File: src/rtl/audio_deserializer.sv
// Serial audio receiver: assembles MSB-first bits into WIDTH-bit words and
// buffers them in a first-word-fall-through FIFO tagged with wrapping addresses.
module audio_deserializer #(
  parameter int unsigned WIDTH      = 16,
  parameter int unsigned FIFO_DEPTH = 4,
  parameter int unsigned ADDR_WIDTH = 16,
  parameter int unsigned ADDR_LAST  = 255
) (
  input  logic                          clock,
  input  logic                          reset_n,
  input  logic                          enable,
  input  logic                          bit_strobe,
  input  logic                          audio_data_in,
  output logic [WIDTH-1:0]              word_out,
  output logic [ADDR_WIDTH-1:0]         word_addr,
  output logic                          word_valid,
  input  logic                          word_ready,
  output logic                          done,
  output logic                          overflow,
  input  logic                          clear_overflow,
  output logic [$clog2(FIFO_DEPTH):0]   fill_level
);

  localparam int unsigned PTR_W = $clog2(FIFO_DEPTH);
  localparam int unsigned CNT_W = PTR_W + 1;
  localparam int unsigned BIT_W = $clog2(WIDTH);

  typedef enum logic {
    S_IDLE = 1'b0,
    S_RECV = 1'b1
  } state_t;

  state_t                  state;
  // The first bit shifted in ends up as the MSB once the final bit is appended.
  logic [WIDTH-2:0]        shreg;
  logic [BIT_W-1:0]        bit_cnt;

  logic [WIDTH-1:0]        mem_word [FIFO_DEPTH];
  logic [ADDR_WIDTH-1:0]   mem_addr [FIFO_DEPTH];
  logic [PTR_W-1:0]        wr_ptr;
  logic [PTR_W-1:0]        rd_ptr;
  logic [CNT_W-1:0]        count;
  logic [ADDR_WIDTH-1:0]   addr_cnt;

  logic                    push_c;
  logic                    pop_c;
  logic                    full_c;
  logic                    accept_c;
  logic                    drop_c;
  logic [WIDTH-1:0]        word_c;

  // Word completion and FIFO handshake decode
  always_comb begin
    push_c   = (state == S_RECV) && enable && bit_strobe &&
               (bit_cnt == BIT_W'(WIDTH - 1));
    word_c   = {shreg, audio_data_in};
    pop_c    = (count != '0) && word_ready;
    full_c   = (count == CNT_W'(FIFO_DEPTH));
    accept_c = push_c && (!full_c || pop_c);
    drop_c   = push_c && full_c && !pop_c;
  end

  // Receive FSM and shift register
  always_ff @(posedge clock or negedge reset_n) begin
    if (!reset_n) begin
      state   <= S_IDLE;
      shreg   <= '0;
      bit_cnt <= '0;
    end else begin
      case (state)
        S_IDLE: begin
          shreg   <= '0;
          bit_cnt <= '0;
          if (enable) state <= S_RECV;
        end
        S_RECV: begin
          if (!enable) begin
            state   <= S_IDLE;
            shreg   <= '0;
            bit_cnt <= '0;
          end else if (bit_strobe) begin
            shreg   <= word_c[WIDTH-2:0];
            bit_cnt <= push_c ? '0 : bit_cnt + BIT_W'(1);
          end
        end
        default: state <= S_IDLE;
      endcase
    end
  end

  // FIFO storage, pointers, address counter and status flags
  always_ff @(posedge clock or negedge reset_n) begin
    if (!reset_n) begin
      for (int i = 0; i < int'(FIFO_DEPTH); i++) begin
        mem_word[i] <= '0;
        mem_addr[i] <= '0;
      end
      wr_ptr   <= '0;
      rd_ptr   <= '0;
      count    <= '0;
      addr_cnt <= '0;
      done     <= 1'b0;
      overflow <= 1'b0;
    end else begin
      if (accept_c) begin
        mem_word[wr_ptr] <= word_c;
        mem_addr[wr_ptr] <= addr_cnt;
        wr_ptr           <= wr_ptr + PTR_W'(1);
        addr_cnt         <= (addr_cnt == ADDR_WIDTH'(ADDR_LAST)) ? '0
                                                                 : addr_cnt + ADDR_WIDTH'(1);
      end
      if (pop_c) rd_ptr <= rd_ptr + PTR_W'(1);
      case ({accept_c, pop_c})
        2'b10:   count <= count + CNT_W'(1);
        2'b01:   count <= count - CNT_W'(1);
        default: count <= count;
      endcase
      done <= push_c;
      if (drop_c)              overflow <= 1'b1;
      else if (clear_overflow) overflow <= 1'b0;
    end
  end

  // Head of FIFO is presented directly; zeroed while empty
  always_comb begin
    fill_level = count;
    word_valid = (count != '0);
    word_out   = word_valid ? mem_word[rd_ptr] : '0;
    word_addr  = word_valid ? mem_addr[rd_ptr] : '0;
  end

endmodule

File: config.mk
export PLATFORM = sky130hd
export DESIGN_NAME = audio_deserializer
export DESIGN_NICKNAME = d
export VERILOG_FILES = /design/src/rtl/audio_deserializer.sv
export SDC_FILE = /design/constraint.sdc
export NUM_CORES = 1
export LEC_CHECK = 0
export CAP_MARGIN = 20
export CORE_MARGIN = 4
export CORE_UTILIZATION = 47
export DETAILED_ROUTE_END_ITERATION = 10
export PLACE_DENSITY = 0.65
export SLEW_MARGIN = 20
export SYNTH_ARGS = -nofsm -noshare
export SYNTH_HDL_FRONTEND = slang
export SYNTH_SLANG_ARGS = --single-unit
File: constraint.sdc
create_clock -name clock -period 5.85 [get_ports clock]
set_input_delay 1.755 -clock clock [delete_from_list [all_inputs] [get_ports clock]]
set_output_delay 1.755 -clock clock [all_outputs]
set_load 0.01 [all_outputs]
==> impl_metrics.py <==
# Metrics from the implementation run
metrics = {
    "outcome": {
        "status": "finished, final reports clean",
    },
    "timing": {
        "drv_slew": 0,
        "hold_viol_final": 0,
        "fin_crit_sh_pct": 77.8,
        "tns_ns": 0,
        "fin_ws_ns": 1.30,
        "relSlewSlack_pct": 35.9,
        "finalSetupViolCount": 0,
        "max_freq_ghz": 0.220,
        "grt_setup_unrepaired": "no",
        "worstMarginPinSlew_ns": 0.961,
        "whs_ns": 0.497,
        "min_period_ns": 4.55,
    },
    "yosys": {
        "floorplan.nets": 559,
        "ys_area_sq_mm": 0.00779,
        "ys_cells": 544,
        "synthArstFlopShare_pct": 100,
        "postSynthAreaPerCell_sq_um": 14.3,
        "synth_cell_types": 35,
        "synth-main-ff-cell": "dfrtp_1",
        "syn-instance-count": 544,
        "edf_count": 0,
        "synth_flops": 173,
        "synth_area_sq_mm": 0.00779,
        "ys_seq_share_pct": 55.5,
        "synth_warnings": 0,
    },
    "final_layout": {
        "finalNetCount": 600,
        "diodes": 0,
        "syn2layout_area_growth_pct": 15.8,
        "layout-drive-gt1-share_pct": 34.8,
        "stdcell_count": 811,
    },
    "place": {
        "dp_slack_ns": 1.35,
        "gp_congestion": 0.795,
        "dpl.hpwl_microns": 9760,
        "placed_cells": 782,
        "portBuffers": 44,
    },
    "die": {
        "io_pins": 45,
        "die_w_microns": 137,
        "fp-utilization_pct": 48.5,
        "fp.dieH_microns": 137,
        "coreArea_sq_mm": 0.0161,
        "die-area_sq_mm": 0.0187,
    },
    "pwr": {
        "peakVddDrop_mv": 0.209,
        "total_power_mw": 2.71,
        "power.static_leakage_nw": 4.34,
        "power_density_mw_per_mm2": 301,
    },
    "clocking": {
        "ctsHtreeMaxLevel": 4,
        "cts_buffer_depth": 2,
        "cts-resized-gates": 0,
        "cts_setup_buffers": 0,
        "hold_buffers": 0,
        "numCtsBuffers": 17,
        "cts.sinks": 173,
        "root_buffer": "clkbuf_16",
        "path_clk_slew_ns": 0.06,
        "cts_tree": "built",
    },
    "worst_setup_path": {
        "cp_max_fo": 21,
        "arrival_ns": 2.79,
        "worstSetupPathType": "reg2out",
        "worstPathRequired_ns": 4.09,
        "cp-end-kind": "output port",
        "start_kind": "flip-flop",
    },
    "detailed_routing": {
        "ant_nets": 0,
        "drc_errors": 0,
        "dr.pass1.iters": 4,
        "wl_per_cell_microns": 18.8,
        "vias_per_cell": 5.49,
        "first_iter_violations": 236,
    },
    "run": {
        "tool_warnings": 31,
        "cap_violations": 0,
    },
    "global_route": {
        "grt_max_degree": 109,
        "grt-ovfl-total": 0,
        "antenna_found_initial": 0,
        "grt_pass1_vias": 4766,
        "grt_usage_pct": 17.8,
        "grt_pass1_wl_microns": 25600,
    },
    "hold_path": {
        "min_path_type": "reg2reg",
    },
}
## metrics by stage
step | cell area [sq um] | util (%)
finish | 9020 | 56.2
global route | 9020 | 56.2
CTS | 9020 | 56.2
detailed placement | 8460 | 52.7
global placement | 8460 | 52.7
floorplan | 7790 | -
## per-layer routing
layer  up-vias  track usage (%)  share of wire, %
li1       2028                -                 -
met1      2338             25.1                47
met2        65             28.0                48
met3        20             3.71               3.5
met4         0             5.65               1.4
met5         -                0                 0
## cell usage after synthesis, drive strengths merged (6+ instances only)
cell    number  area, sq um
and2        35          219
buf         21         98.9
clkbuf      16         60.1
dfrtp      173         4330
ha           7         87.6
inv          8         30.0
mux2       129         1450
mux2i       18          180
mux4        32          721
nand2       17         63.8
nand3        6         30.0
nand4        7         43.8
nor2        24         90.1
xnor2       11         96.3
xor2         6         52.6
## power breakdown
part | internal, mW | total [mW] | switching (mW)
sequential | 1.22 | 1.28 | 0.0634
clock | 0.653 | 1.09 | 0.437
combinational | 0.157 | 0.344 | 0.187
## sequential cells by signal, indices dropped and copies added, names as in the netlist
signal	count
overflow	1
wr_ptr	2
done	1
mem_addr	64
addr_cnt	16
mem_word	64
bit_cnt	4
fill_level	3
shreg	15
state	1
rd_ptr	2
## final timing paths
path	start	endpoint	slack, ns	cells after the start
min	mem_word[22]	mem_word[22]	0.50	1
max	rd_ptr[1]	word_out[1]	1.30	4
max reg2reg	bit_cnt[0]	mem_addr[14]	3.01	7
max in group asynchronous	reset_n	addr_cnt[3]	3.37	2
min in group asynchronous	reset_n	mem_word[38]	1.46	1
min reg2reg	mem_word[22]	mem_word[22]	0.50	1
## layout by cell type, fill, tap and decap left out, drive strengths merged
| master | count |
|---|---|
| mux2i | 18 |
| xnor2 | 11 |
| a31oi | 2 |
| clkbuf | 22 |
| nor4 | 4 |
| bufinv | 2 |
| or3 | 2 |
| dfrtp | 173 |
| nand4 | 7 |
| nand2 | 17 |
| clkinvlp | 2 |
| and3 | 5 |
| o31ai | 2 |
| inv | 8 |
| and2 | 35 |
| a311oi | 1 |
| a22o | 1 |
| a21oi | 3 |
| fa | 1 |
| xor2 | 6 |
| a21o | 1 |
| mux4 | 32 |
| a41oi | 1 |
| nor3 | 5 |
| mux2 | 129 |
| nor4b | 1 |
| buf | 16 |
| ha | 7 |
| a211o | 1 |
| nor2 | 24 |
| o21ai | 2 |
| o41ai | 1 |
| nand3 | 6 |
| or4 | 1 |
| clkdlybuf4s50 | 43 |
| clkinv | 3 |
## worst max-delay path: stages, from the launching register on
cell and delay (ns):
dfrtp_1 0.84, buf_4 0.47, mux4_2 0.40, and2_1 0.18, clkdlybuf4s50_1 0.48
## kinds of logic after synthesis
logic type / count (synthesis) / synth area share, %
flops: 173 / 55.5
fa+ha+maj: 8 / 1.38
compound gates: 15 / 1.33
mux: 179 / 30.2
simple gates: 107 / 7.21
xor+xnor: 17 / 1.91
buf+inv: 45 / 2.42
## layout make-up
| type | instances | area [sq um] |
|---|---|---|
| fillers | 1293 | 7030 |
| well taps | 216 | 270 |
| inverters | 8 | 30.0 |
| flip-flops and latches | 173 | 4330 |
| clock buffers | 22 | 474 |
| repair buffers | 59 | 554 |
| clock inverters | 7 | 90.1 |
| multi-input cells | 326 | 3280 |
The metal 2 layer:
(3 px per micron)
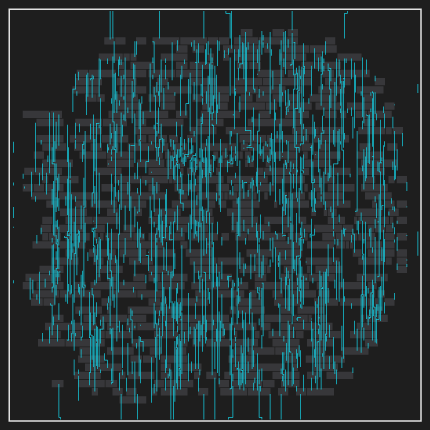
wire length on this layer: 7280 microns
longest straight run: 43.5 microns
nets with wire on the layer: 545
share of all routed wire: 48%
main direction: vertical
Via Count: 4451
GR met2 Demand/Resource: 28.0%
Routed Wire Length: 15200 microns

Cells colored by class:
(3 px per micron) Fill, decap, tap and diode cells in gray.
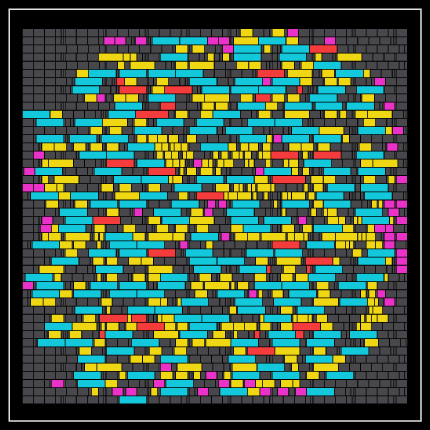
[red] clock drivers and dummy loads | cells: 29 | share of their area: 6.4%
[magenta] other buffers and delay cells | cells: 59 | share of their area: 6.3%
[yellow] all other logic | cells: 334 | share of their area: 38%
[cyan] flip-flops | cells: 173 | share of their area: 49%
fin area: 0.00902 sq mm
sequential share of cell area: 48.0%
post-layout util: 56.2%
num rows: 46

Routed clock nets over the placement:
(3 px per micron)
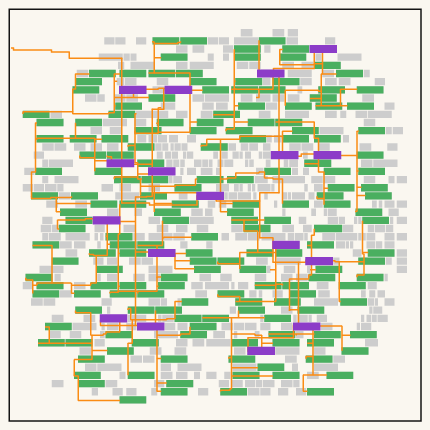
[orange] clock wires | length: 2030 microns
[purple] cells driving clock nets | count: 17
[green] flip-flops | count: 173
routed clock nets: 18
flops lie: spread over the die
Clock group: 1.09 mW
worst skew pair latency: 0.42 ns
final clock skew: 0.00670 ns
Clock power frac: 40.2%

Power figures rest on the tool's default switching activity, not on a simulated workload.
